### src/rtl/core_control_if.sv
// ============================================================================
//  core_control_if : instruction/data memory handshake bundle for core_control
//  Rev 1.0
// ============================================================================
`default_nettype none

interface core_control_if;
  logic imem_req;
  logic imem_ack;
  logic ir_load;
  logic dmem_req;
  logic dmem_we;
  logic dmem_ack;

  modport master (
    output imem_req,
    output ir_load,
    output dmem_req,
    output dmem_we,
    input  imem_ack,
    input  dmem_ack
  );

  modport slave (
    input  imem_req,
    input  ir_load,
    input  dmem_req,
    input  dmem_we,
    output imem_ack,
    output dmem_ack
  );
endinterface

`default_nettype wire

### src/rtl/core_control.sv
// ============================================================================
//  core_control : multi-cycle instruction sequencer with fetch/mem timeouts
//  Rev 1.0
// ============================================================================
`default_nettype none

module core_control (
  input  wire logic          clk,
  input  wire logic          rst,
  input  wire logic          run,
  core_control_if.master     bus,
  input  wire logic          is_load,
  input  wire logic          is_store,
  input  wire logic          is_branch,
  input  wire logic          is_jump,
  input  wire logic          illegal,
  input  wire logic          br_taken,
  output logic               alu_en,
  output logic               reg_we,
  output logic               pc_we,
  output logic [1:0]         pc_sel,
  output logic               trap,
  output logic [1:0]         trap_cause,
  output logic               halted,
  output logic [31:0]        instret,
  output logic [2:0]         state
);

  localparam logic [2:0] S_IDLE   = 3'd0;
  localparam logic [2:0] S_FETCH  = 3'd1;
  localparam logic [2:0] S_DECODE = 3'd2;
  localparam logic [2:0] S_EXEC   = 3'd3;
  localparam logic [2:0] S_MEM    = 3'd4;
  localparam logic [2:0] S_WB     = 3'd5;
  localparam logic [2:0] S_TRAP   = 3'd6;

  localparam logic [1:0] C_CAUSE_ILLEGAL = 2'd0;
  localparam logic [1:0] C_CAUSE_IMEM    = 2'd1;
  localparam logic [1:0] C_CAUSE_DMEM    = 2'd2;

  logic [2:0]  state_q,   state_d;
  logic [7:0]  wait_q,    wait_d;
  logic        ld_q,      ld_d;
  logic        st_q,      st_d;
  logic        br_q,      br_d;
  logic        jmp_q,     jmp_d;
  logic        tk_q,      tk_d;
  logic [1:0]  cause_q,   cause_d;
  logic        halted_q,  halted_d;
  logic [31:0] instret_q, instret_d;

  always_comb begin
    state_d   = state_q;
    wait_d    = wait_q;
    ld_d      = ld_q;
    st_d      = st_q;
    br_d      = br_q;
    jmp_d     = jmp_q;
    tk_d      = tk_q;
    cause_d   = cause_q;
    halted_d  = halted_q;
    instret_d = instret_q;
    case (state_q)
      S_IDLE: begin
        if (run && !halted_q) begin
          state_d = S_FETCH;
          wait_d  = 8'd0;
        end
      end
      S_FETCH: begin
        // An ack in the final wait cycle beats the timeout.
        if (bus.imem_ack) begin
          state_d = S_DECODE;
        end else if (wait_q == 8'hFF) begin
          state_d  = S_TRAP;
          cause_d  = C_CAUSE_IMEM;
          halted_d = 1'b1;
        end else begin
          wait_d = wait_q + 8'd1;
        end
      end
      S_DECODE: state_d = S_EXEC;
      S_EXEC: begin
        ld_d  = is_load;
        st_d  = is_store;
        br_d  = is_branch;
        jmp_d = is_jump;
        tk_d  = br_taken;
        if (illegal) begin
          state_d  = S_TRAP;
          cause_d  = C_CAUSE_ILLEGAL;
          halted_d = 1'b1;
        end else if (is_load || is_store) begin
          state_d = S_MEM;
          wait_d  = 8'd0;
        end else begin
          state_d = S_WB;
        end
      end
      S_MEM: begin
        if (bus.dmem_ack) begin
          state_d = S_WB;
        end else if (wait_q == 8'hFF) begin
          state_d  = S_TRAP;
          cause_d  = C_CAUSE_DMEM;
          halted_d = 1'b1;
        end else begin
          wait_d = wait_q + 8'd1;
        end
      end
      S_WB: begin
        instret_d = instret_q + 32'd1;
        if (run) begin
          state_d = S_FETCH;
          wait_d  = 8'd0;
        end else begin
          state_d = S_IDLE;
        end
      end
      S_TRAP:  state_d = S_IDLE;
      default: state_d = S_IDLE;
    endcase
  end

  always_ff @(posedge clk) begin
    if (rst) begin
      state_q   <= S_IDLE;
      wait_q    <= 8'd0;
      ld_q      <= 1'b0;
      st_q      <= 1'b0;
      br_q      <= 1'b0;
      jmp_q     <= 1'b0;
      tk_q      <= 1'b0;
      cause_q   <= 2'd0;
      halted_q  <= 1'b0;
      instret_q <= 32'd0;
    end else begin
      state_q   <= state_d;
      wait_q    <= wait_d;
      ld_q      <= ld_d;
      st_q      <= st_d;
      br_q      <= br_d;
      jmp_q     <= jmp_d;
      tk_q      <= tk_d;
      cause_q   <= cause_d;
      halted_q  <= halted_d;
      instret_q <= instret_d;
    end
  end

  // Strobes decode from the registered state; only ir_load follows the ack directly.
  always_comb begin
    bus.imem_req = (state_q == S_FETCH);
    bus.ir_load  = (state_q == S_FETCH) && bus.imem_ack;
    bus.dmem_req = (state_q == S_MEM);
    bus.dmem_we  = (state_q == S_MEM) && st_q;
    alu_en       = (state_q == S_EXEC);
    reg_we       = (state_q == S_WB) && (ld_q || !(st_q || br_q));
    pc_we        = (state_q == S_WB) || (state_q == S_TRAP);
    trap         = (state_q == S_TRAP);
    if (state_q == S_TRAP) begin
      pc_sel = 2'd2;
    end else if ((state_q == S_WB) && (jmp_q || (br_q && tk_q))) begin
      pc_sel = 2'd1;
    end else begin
      pc_sel = 2'd0;
    end
  end

  assign trap_cause = cause_q;
  assign halted     = halted_q;
  assign instret    = instret_q;
  assign state      = state_q;

endmodule

`default_nettype wire

### src/flat_wrapper.sv
// flat-port wrapper written by rule: the top's interface ports become plain ports
module core_control_flat 
  (clk, rst, run, is_load, is_store, is_branch, is_jump, illegal, br_taken, alu_en, reg_we, pc_we, pc_sel, trap, trap_cause, halted, instret, state, bus_imem_req, bus_ir_load, bus_dmem_req, bus_dmem_we, bus_imem_ack, bus_dmem_ack);
  core_control_if bus_i ();
  input  wire logic clk;
  input  wire logic rst;
  input  wire logic run;
  input  wire logic is_load;
  input  wire logic is_store;
  input  wire logic is_branch;
  input  wire logic is_jump;
  input  wire logic illegal;
  input  wire logic br_taken;
  output logic alu_en;
  output logic reg_we;
  output logic pc_we;
  output logic [1:0] pc_sel;
  output logic trap;
  output logic [1:0] trap_cause;
  output logic halted;
  output logic [31:0] instret;
  output logic [2:0] state;
  output wire logic [$bits(bus_i.imem_req)-1:0] bus_imem_req;
  output wire logic [$bits(bus_i.ir_load)-1:0] bus_ir_load;
  output wire logic [$bits(bus_i.dmem_req)-1:0] bus_dmem_req;
  output wire logic [$bits(bus_i.dmem_we)-1:0] bus_dmem_we;
  input wire logic [$bits(bus_i.imem_ack)-1:0] bus_imem_ack;
  input wire logic [$bits(bus_i.dmem_ack)-1:0] bus_dmem_ack;
  assign bus_imem_req = bus_i.imem_req;
  assign bus_ir_load = bus_i.ir_load;
  assign bus_dmem_req = bus_i.dmem_req;
  assign bus_dmem_we = bus_i.dmem_we;
  assign bus_i.imem_ack = bus_imem_ack;
  assign bus_i.dmem_ack = bus_dmem_ack;
  core_control u_core (.clk(clk), .rst(rst), .run(run), .bus(bus_i), .is_load(is_load), .is_store(is_store), .is_branch(is_branch), .is_jump(is_jump), .illegal(illegal), .br_taken(br_taken), .alu_en(alu_en), .reg_we(reg_we), .pc_we(pc_we), .pc_sel(pc_sel), .trap(trap), .trap_cause(trap_cause), .halted(halted), .instret(instret), .state(state));
endmodule
### config.mk
export PLATFORM = sky130hd
export DESIGN_NAME = core_control_flat
export DESIGN_NICKNAME = d
export VERILOG_FILES = /design/src/rtl/core_control_if.sv /design/src/rtl/core_control.sv /design/src/flat_wrapper.sv
export SDC_FILE = /design/constraint.sdc
export NUM_CORES = 1
export LEC_CHECK = 0
export ABC_AREA = 1
export ABC_CLOCK_PERIOD_IN_PS = 1850
export CAP_MARGIN = 20
export CELL_PAD_IN_SITES_DETAIL_PLACEMENT = 1
export CELL_PAD_IN_SITES_GLOBAL_PLACEMENT = 1
export CORE_UTILIZATION = 36
export DETAILED_ROUTE_END_ITERATION = 7
export HOLD_SLACK_MARGIN = 0.15
export PLACE_DENSITY = 0.78
export SLEW_MARGIN = 30
export SYNTH_ARGS = -nofsm -noshare
export SYNTH_HDL_FRONTEND = slang
export SYNTH_SLANG_ARGS = --single-unit
### constraint.sdc
create_clock -name clk -period 1.85 [get_ports clk]
set_input_delay 0.185 -clock clk [delete_from_list [all_inputs] [get_ports clk]]
set_output_delay 0.185 -clock clk [all_outputs]
set_load 0.1 [all_outputs]
Fig. 1: sequential cells grouped by signal name
(3 px per um)
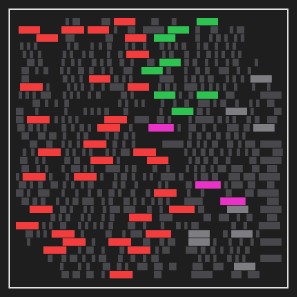
Red shows `u_core.instret`, sequential cells 32. Magenta shows `u_core.state`, sequential cells 3. Green shows `u_core.wait_q`, sequential cells 8, where top middle.
flop share of the area: 0.279
sequential power: 1.23 mW
area of all sequential standard cells: 1070 um^2
final core occ: 0.490

Fig. 2: metal layers overlaid
(4 px per um)
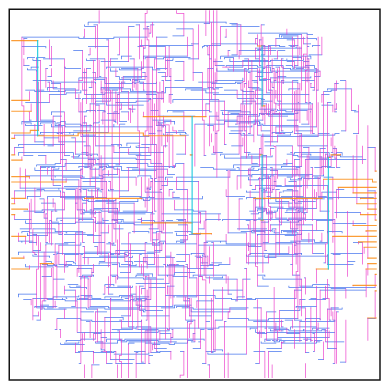
Blue shows M1, wire length 4040 um. Orange shows M3, wire length 264 um. Cyan shows M4, wire length 112 um. Magenta shows M2, wire length 4340 um.
Post-Route WL: 8.76 mm
total vias in the final route: 3136
Wirelength per Cell: 14.1 um
overall global routing resource usage: 0.214

==> COMMIT_EDITMSG <==
Log flow metrics for this revision

- Status: finished clean
* Count of final setup violators: 0
- Top logic family: simple AND/OR/NAND/NOR gates
- Maximum fanout encountered on the critical timing path: 8
- Antenna violations before repair: 0
- Required @ worst endpoint: 1660 ps
* Worst Reg-to-Reg Cells: 9
- Post-synthesis sequential element count: ~50
* Biggest Area Class: combinational gates
- Number of ordinary and repair buffers in the finished layout: 63
* Switching part of the total: 0.401
- By area the synthesized netlist is led by sky130_fd_sc_hd__dfxtp_1 35%, sky130_fd_sc_hd__nand2_1 14%, sky130_fd_sc_hd__nor2_1 11%, sky130_fd_sc_hd__inv_1 6.6%, sky130_fd_sc_hd__nand3_1 5.8%.
- Clock tree synthesis selected as its root buffer the cell sky130_fd_sc_hd__clkbuf_8.
- The critical path starts at u_core.state[1].
* Adder-cell area share of the yosys netlist: 0.00853
- In the floorplan report the effective utilization is 0.376.
* DPL Wire Length: 6.77 mm
* Cells resized by post-CTS repair: 0
* Largest register FFs: 32
* Worst-case clock skew: approximately 7.3 ps
* Share of post-route cells with drive strength above 1: 0.234
- In this run the top signal layer used is met4.
- Crit-path max cell delay: approximately 380 ps
* Top contributor to total power: sequential cells
- The layout stage reports a final design area of between 3000 and 4000 um^2.
- TritonCTS built the clock tree.
* RSZ-0062 raised after global routing: no
- Path type of the worst setup path: reg2out
- Global routing met2 resource utilization: 0.384
- Synthesis instantiated 35 different standard cells from the library.
* Met1 layer wirelength in the final routing: between 4 and 5 mm
- Timing analysis after detailed placement gives a worst setup slack of 157 ps.
- The overall die size recorded for this design is 8520 um^2.
- Clock latency on the worst-skew pair, taken at its later pin, is around 300 ps.
- The endpoint of the worst hold path is reported as u_core.instret[4].
- Area post-placement: 3750 um^2
- Fin. Hold Viols: 0
- For the pin with the worst max-slew slack, the measured transition is 361 ps.
* Count of standard-cell rows: 32
- Sequential Power Share: 0.434
* Post-CTS Setup Inserts: 0
- Counting flops with a built-in enable in the synthesized netlist gives 0.
* Signal buf overhead: 0.166
* Int Power: approximately 1.7 mW
* CTS clk-pin slew, worst paths: 90 ps
* Summed negative setup slack over all endpoints: 0 ps
- Dividing the final minimum period by the clock period gives 0.913.
- Clock Sink Count: 51
* NumNets Final: 530
- The worst setup path is launched from a flip-flop.
* Most frequently used cell type in the post-synthesis netlist: sky130_fd_sc_hd__nand2_1
* Worst-case hold slack: ~470 ps
* Nets at Floorplan: 469
- Syn Inst Count: ~460
* Critical path, cell by cell: inv_2 > nand3_4 > buf_4 > nor2_4 > buf_12
- Busiest layer in global routing: met2
- In the finished layout, the clock tree contains a buffer count of 7.
- Dominant logic cell type in the layout: sky130_fd_sc_hd__nand2_1
- I/O pin count: 59
- Layout Cells excl Fill: about 620
- Buffers placed on the I/O ports in this run total 58.
- WP depth: 5
* Syn avg cell area: between 6 and 7 um^2
- Diodes inserted: 0
- Critical hold path startpoint: u_core.instret[4]
* Final worst slack: 160 ps
* Maximum number of pins on one net before global-route repair: 29
- CP Buf/Inv Count: 3
- For this design, the slowest cell found on the critical path is sky130_fd_sc_hd__dfxtp_4.
- Worst setup endpoint: reg_we
Fig. 3: I/O pins on the die edge
(3 px per um) Pins as bars across the die edge, other pins in grey.
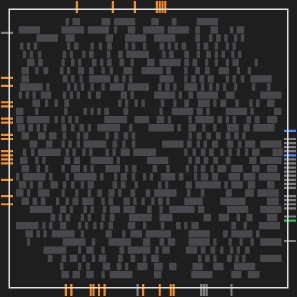
Green shows `reg_we`, pins 1, direction output, edge right. Blue shows `trap_cause`, pins 2, direction output, edge right. Orange shows `instret`, pins 32, direction output, edge 15 left, 10 bottom, 7 top.
All pins by edge: 21 right, 16 left, 15 bottom, 7 top.
width of the die: 92.3 um
Die H: 92.3 um

Power figures rest on the tool's default switching activity, not on a simulated workload.
